### Layout detail

Window x 46 to 86, y 46 to 86 um. Cells in gray, sequential cells in the stronger gray; small squares are vias.
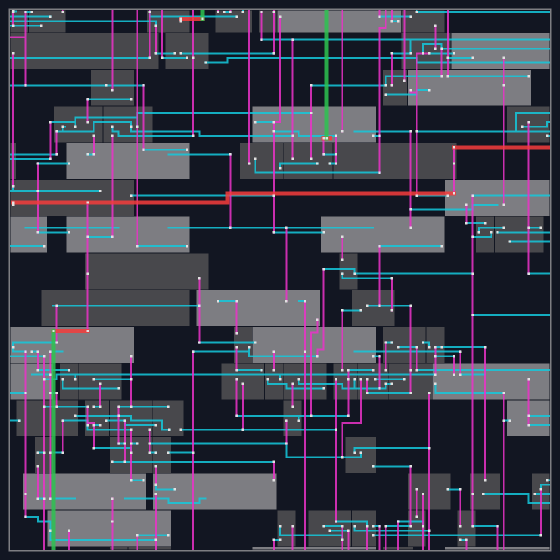
### Ports around the boundary

(4 px per um) Pins as bars across the die edge, other pins in gray.
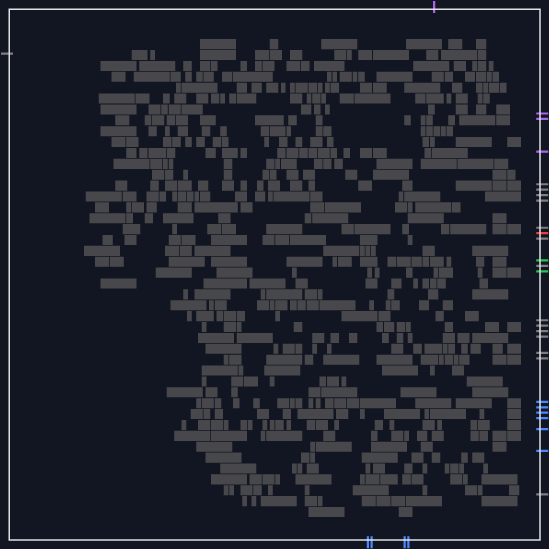
===== src/rtl/game_flow_ctrl.sv =====
// Session sequencer for the game datapath: idle -> countdown -> play -> result.
// Also conditions raw joystick state into single-cycle move/press pulses with auto-repeat.
module game_flow_ctrl #(
    parameter int TICK_DIV      = 100000000,
    parameter int COUNTDOWN_S   = 3,
    parameter int REPEAT_DLY    = 40000000,
    parameter int REPEAT_RATE   = 10000000,
    parameter int RESULT_HOLD_S = 5
) (
    input  logic       clk,
    input  logic       rst,
    input  logic       start_req,
    input  logic       abort_req,
    input  logic [3:0] jstk_pos_raw,
    input  logic       jstk_press_raw,
    input  logic       finish_game,
    output logic       game_en,
    output logic [3:0] jstk_pos,
    output logic       jstk_press,
    output logic [1:0] scene,
    output logic [3:0] countdown,
    output logic [9:0] elapsed_s
);

    typedef enum logic [1:0] {
        S_IDLE   = 2'd0,
        S_COUNT  = 2'd1,
        S_PLAY   = 2'd2,
        S_RESULT = 2'd3
    } scene_e;

    localparam int TW      = $clog2(TICK_DIV);
    localparam int REP_MAX = (REPEAT_DLY > REPEAT_RATE) ? REPEAT_DLY : REPEAT_RATE;
    localparam int RW      = $clog2(REP_MAX + 1);
    localparam int HW      = (RESULT_HOLD_S > 1) ? $clog2(RESULT_HOLD_S) : 1;

    localparam logic [TW-1:0] TICK_LAST   = TW'(TICK_DIV - 1);
    localparam logic [RW-1:0] DLY_C       = RW'(REPEAT_DLY);
    localparam logic [RW-1:0] RATE_C      = RW'(REPEAT_RATE);
    localparam logic [HW-1:0] HOLD_LAST   = HW'((RESULT_HOLD_S > 0) ? RESULT_HOLD_S - 1 : 0);
    localparam logic          HOLD_ZERO   = (RESULT_HOLD_S == 0) ? 1'b1 : 1'b0;
    localparam logic          CD_ZERO     = (COUNTDOWN_S == 0) ? 1'b1 : 1'b0;
    localparam logic [3:0]    CD_INIT     = 4'(COUNTDOWN_S);
    localparam logic [9:0]    ELAPSED_MAX = 10'd999;

    function automatic logic is_onehot4(input logic [3:0] v);
        return (v != 4'd0) && ((v & (v - 4'd1)) == 4'd0);
    endfunction

    scene_e        scene_q,   scene_d;
    logic          start_prev_q, start_prev_d;
    logic          start_armed_q, start_armed_d;
    logic          press_prev_q, press_prev_d;
    logic [3:0]    pos_prev_q, pos_prev_d;
    logic [TW-1:0] tick_cnt_q, tick_cnt_d;
    logic [RW-1:0] rep_cnt_q, rep_cnt_d;
    logic          rep_first_q, rep_first_d;
    logic [HW-1:0] res_cnt_q, res_cnt_d;
    logic [3:0]    countdown_q, countdown_d;
    logic [9:0]    elapsed_q, elapsed_d;
    logic          game_en_q, game_en_d;
    logic [3:0]    jstk_pos_q, jstk_pos_d;
    logic          jstk_press_q, jstk_press_d;

    logic [3:0]    pos_valid_s;
    logic          start_edge_s;
    logic          press_edge_s;
    logic          sec_tick_s;
    logic          hold_done_s;
    logic          scene_chg_s;
    logic          new_dir_s;
    logic [RW-1:0] rep_inc_s;

    // Start only counts once start_req has been seen low after reset.
    assign pos_valid_s  = is_onehot4(jstk_pos_raw) ? jstk_pos_raw : 4'd0;
    assign start_edge_s = start_req & ~start_prev_q & start_armed_q;
    assign press_edge_s = jstk_press_raw & ~press_prev_q;
    assign sec_tick_s   = (tick_cnt_q == TICK_LAST);
    assign hold_done_s  = HOLD_ZERO | (sec_tick_s & (res_cnt_q == HOLD_LAST));
    assign scene_chg_s  = (scene_d != scene_q);
    assign rep_inc_s    = rep_cnt_q + RW'(1);
    assign new_dir_s    = (pos_valid_s != 4'd0) &&
                          ((pos_valid_s != pos_prev_q) || (scene_q != S_PLAY));

    // Scene transitions and countdown value.
    always_comb begin
        scene_d     = scene_q;
        countdown_d = countdown_q;
        case (scene_q)
            S_IDLE: begin
                if (start_edge_s) begin
                    if (CD_ZERO) begin
                        scene_d = S_PLAY;
                    end else begin
                        scene_d     = S_COUNT;
                        countdown_d = CD_INIT;
                    end
                end else begin
                    scene_d = S_IDLE;
                end
            end
            S_COUNT: begin
                if (abort_req) begin
                    scene_d     = S_IDLE;
                    countdown_d = 4'd0;
                end else if (sec_tick_s) begin
                    if (countdown_q <= 4'd1) begin
                        scene_d     = S_PLAY;
                        countdown_d = 4'd0;
                    end else begin
                        countdown_d = countdown_q - 4'd1;
                    end
                end else begin
                    scene_d = S_COUNT;
                end
            end
            S_PLAY: begin
                if (finish_game) begin
                    scene_d = S_RESULT;
                end else if (abort_req) begin
                    scene_d = S_IDLE;
                end else begin
                    scene_d = S_PLAY;
                end
            end
            S_RESULT: begin
                if (press_edge_s || hold_done_s) begin
                    scene_d = S_IDLE;
                end else begin
                    scene_d = S_RESULT;
                end
            end
            default: begin
                scene_d     = S_IDLE;
                countdown_d = 4'd0;
            end
        endcase
    end

    // Second tick, result hold and elapsed-time counters.
    always_comb begin
        tick_cnt_d = tick_cnt_q;
        res_cnt_d  = res_cnt_q;
        elapsed_d  = elapsed_q;
        game_en_d  = (scene_d == S_PLAY);
        if (scene_chg_s || sec_tick_s) begin
            tick_cnt_d = '0;
        end else begin
            tick_cnt_d = tick_cnt_q + TW'(1);
        end
        if (scene_chg_s) begin
            res_cnt_d = '0;
        end else if ((scene_q == S_RESULT) && sec_tick_s) begin
            res_cnt_d = res_cnt_q + HW'(1);
        end else begin
            res_cnt_d = res_cnt_q;
        end
        if ((scene_d == S_IDLE) || ((scene_d == S_PLAY) && (scene_q != S_PLAY))) begin
            elapsed_d = 10'd0;
        end else if ((scene_q == S_PLAY) && sec_tick_s && (elapsed_q != ELAPSED_MAX)) begin
            elapsed_d = elapsed_q + 10'd1;
        end else begin
            elapsed_d = elapsed_q;
        end
    end

    // Joystick pulse generation with first-delay / steady-rate auto-repeat.
    always_comb begin
        jstk_pos_d    = 4'd0;
        rep_cnt_d     = '0;
        rep_first_d   = 1'b1;
        pos_prev_d    = pos_valid_s;
        press_prev_d  = jstk_press_raw;
        start_prev_d  = start_req;
        start_armed_d = start_armed_q | ~start_req;
        jstk_press_d  = (scene_d == S_PLAY) & press_edge_s;
        if (scene_d != S_PLAY) begin
            jstk_pos_d = 4'd0;
        end else if (new_dir_s) begin
            jstk_pos_d = pos_valid_s;
        end else if (pos_valid_s == 4'd0) begin
            jstk_pos_d = 4'd0;
        end else if ((rep_first_q && (rep_inc_s == DLY_C)) ||
                     (!rep_first_q && (rep_inc_s == RATE_C))) begin
            jstk_pos_d  = pos_valid_s;
            rep_first_d = 1'b0;
        end else begin
            rep_cnt_d   = rep_inc_s;
            rep_first_d = rep_first_q;
        end
    end

    // State and output registers.
    always_ff @(posedge clk or negedge rst) begin
        if (!rst) begin
            scene_q       <= S_IDLE;
            start_prev_q  <= 1'b0;
            start_armed_q <= 1'b0;
            press_prev_q  <= 1'b0;
            pos_prev_q    <= 4'd0;
            tick_cnt_q    <= '0;
            rep_cnt_q     <= '0;
            rep_first_q   <= 1'b0;
            res_cnt_q     <= '0;
            countdown_q   <= 4'd0;
            elapsed_q     <= 10'd0;
            game_en_q     <= 1'b0;
            jstk_pos_q    <= 4'd0;
            jstk_press_q  <= 1'b0;
        end else begin
            scene_q       <= scene_d;
            start_prev_q  <= start_prev_d;
            start_armed_q <= start_armed_d;
            press_prev_q  <= press_prev_d;
            pos_prev_q    <= pos_prev_d;
            tick_cnt_q    <= tick_cnt_d;
            rep_cnt_q     <= rep_cnt_d;
            rep_first_q   <= rep_first_d;
            res_cnt_q     <= res_cnt_d;
            countdown_q   <= countdown_d;
            elapsed_q     <= elapsed_d;
            game_en_q     <= game_en_d;
            jstk_pos_q    <= jstk_pos_d;
            jstk_press_q  <= jstk_press_d;
        end
    end

    assign scene      = scene_q;
    assign countdown  = countdown_q;
    assign elapsed_s  = elapsed_q;
    assign game_en    = game_en_q;
    assign jstk_pos   = jstk_pos_q;
    assign jstk_press = jstk_press_q;

endmodule

===== config.mk =====
export PLATFORM = sky130hd
export DESIGN_NAME = game_flow_ctrl
export DESIGN_NICKNAME = d
export VERILOG_FILES = /design/src/rtl/game_flow_ctrl.sv
export SDC_FILE = /design/constraint.sdc
export NUM_CORES = 1
export LEC_CHECK = 0
export CAP_MARGIN = 10
export CORE_MARGIN = 4
export CORE_UTILIZATION = 33
export DETAILED_ROUTE_END_ITERATION = 10
export PLACE_DENSITY = 0.49
export SLEW_MARGIN = 20
export SYNTH_ARGS = -nofsm -noshare
export SYNTH_HDL_FRONTEND = slang
export SYNTH_SLANG_ARGS = --single-unit

===== constraint.sdc =====
create_clock -name clk -period 5.6 [get_ports clk]
set_clock_uncertainty 0.2 [all_clocks]
set_input_delay 0.84 -clock clk [delete_from_list [all_inputs] [get_ports clk]]
set_output_delay 0.84 -clock clk [all_outputs]
set_load 0.05 [all_outputs]

==> metrics.cfg <==
[job]
tool_warnings=28
cap_violations=0

[sta]
finalClockPeriodUsage_pct=65.5
timing.slew.headroom_pct=28.6
tightest_slew_ns=1.06
rsz0062_at_grt=false
max_freq_ghz=0.273
finalCriticalPeriod_ns=3.67

[clock_tree]
worstSkewPairLatency_ns=0.35
hold_buffers=0
cts_buffer_depth=2
cts_setup_buffers=0
cts_tree=built
post_cts_resized=0

[route]
postRouteAntennaNets=0
post_drt_wl_per_cell_um=15.1
routed-via-count=4001
wl_um=11300

[pwr]
vdd_drop_max_v=0.000176
power_frac_clock_pct=40.1
leakage_nw=2.27
powerClk_mw=0.641
p_per_area_mw_per_mm2=273
power_frac_comb_pct=17.1

[layout]
stdcell_count=745
area_delta_synth_final_pct=14.7

[die]
chipArea_mm2=0.0175
core_mm2=0.0151
ios=32

[synth]
edf_count=0
netlist_logic_family_top=simple AND/OR/NAND/NOR gates
ys.flops=86
ys_cells=525
aoi_share_pct=10.7
ys_sh_simple_pct=29.7
top_cells_by_count=86 x dfrtp_1, 59 x nor2_1, 35 x nand2_1, 35 x xor2_1
synth_top_area_share_pct=42.2

[worst_setup_path]
r2r-start=rep_cnt_q[0]
reg2reg_setup_slack_ns=1.93
start_kind=register
crit_fanout=23
crit_arrival_ns=3.69

[place]
dp.cells=729
portBuffers=31

[outcome]
status=complete, no violations

[min_path]
hp-class=input port to async pin

[global_routing]
grt_pass1_vias=3771

About 'Layout detail':
- green: metal 4
- cyan: metal 1
- red: metal 3
- magenta: metal 2
- sequential cells in the window: 15
- most frequent: dfrtp_1 (15), nor2_1 (11)
- cells with their middle in the window: 67
- netlist names of flops here include: tick_cnt_q (8), rep_cnt_q (6)

About 'Ports around the boundary':
- red: game_en (pins 1; direction output; edge right)
- green: scene (pins 2; direction output; edge right)
- purple: jstk_pos_raw (pins 4; direction input; edge 3 right, 1 top)
- blue: elapsed_s (pins 10; direction output; edge 6 right, 4 bottom)
- all pins by edge: 26 right, 4 bottom, 1 left, 1 top

[cell usage in the layout, fill, tap and decap left out, drive strengths merged, types with 4 or more instances in the layout]
master	netlist	routed
a211oi	4	4
and3	7	7
nor3b	7	7
buf	9	6
a21oi	10	10
o31ai	5	5
clkbuf	11	10
a31oi	5	5
inv	19	19
nand4	21	21
nor2b	7	7
clkdlybuf4s50	0	30
xor2	35	35
dfrtp	86	86
and2	5	5
or3	8	8
o21ai	13	13
nor2	59	59
nor4	14	14
nor4b	5	5
and4	9	9
or4	4	4
nand3	29	29
nand2	36	36
ha	7	7
nor3	33	33
xnor2	28	28
[sequential cells by signal, summed over array words and instances, names as in the netlist, 2 cells and up]
name        flops
rep_cnt_q      26
res_cnt_q       3
tick_cnt_q     27
scene           2
jstk_pos        4
pos_prev_q      4
elapsed_s      10
countdown       4
[per-layer routing]
| metal | track usage [%] | wire [um] | up-vias |
|---|---|---|---|
| li1 | - | - | 1956 |
| met1 | 18.8 | 5580 | 1958 |
| met2 | 20.3 | 5020 | 74 |
| met3 | 3.47 | 466 | 13 |
| met4 | 5.37 | 214 | 0 |
| met5 | 0 | 0 | - |
[critical path: stages (launching register included)]
cell,delay [ns]
dfrtp_1,0.42
ha_1,0.28
nand4_1,0.28
or4_4,0.54
nor3_1,0.30
o2bb2a_4,0.18
or4b_4,0.47
a2111oi_4,0.35
buf_4,0.42
nor3b_1,0.10
[area by class of cell]
type / count / area share [%]
well taps: 188 / 4.02
repair buffers: 36 / 5.91
clock buffers: 10 / 3.92
multi-input cells: 400 / 46.7
inverters: 19 / 1.22
clock inverters: 6 / 1.48
flip-flops and latches: 86 / 36.8
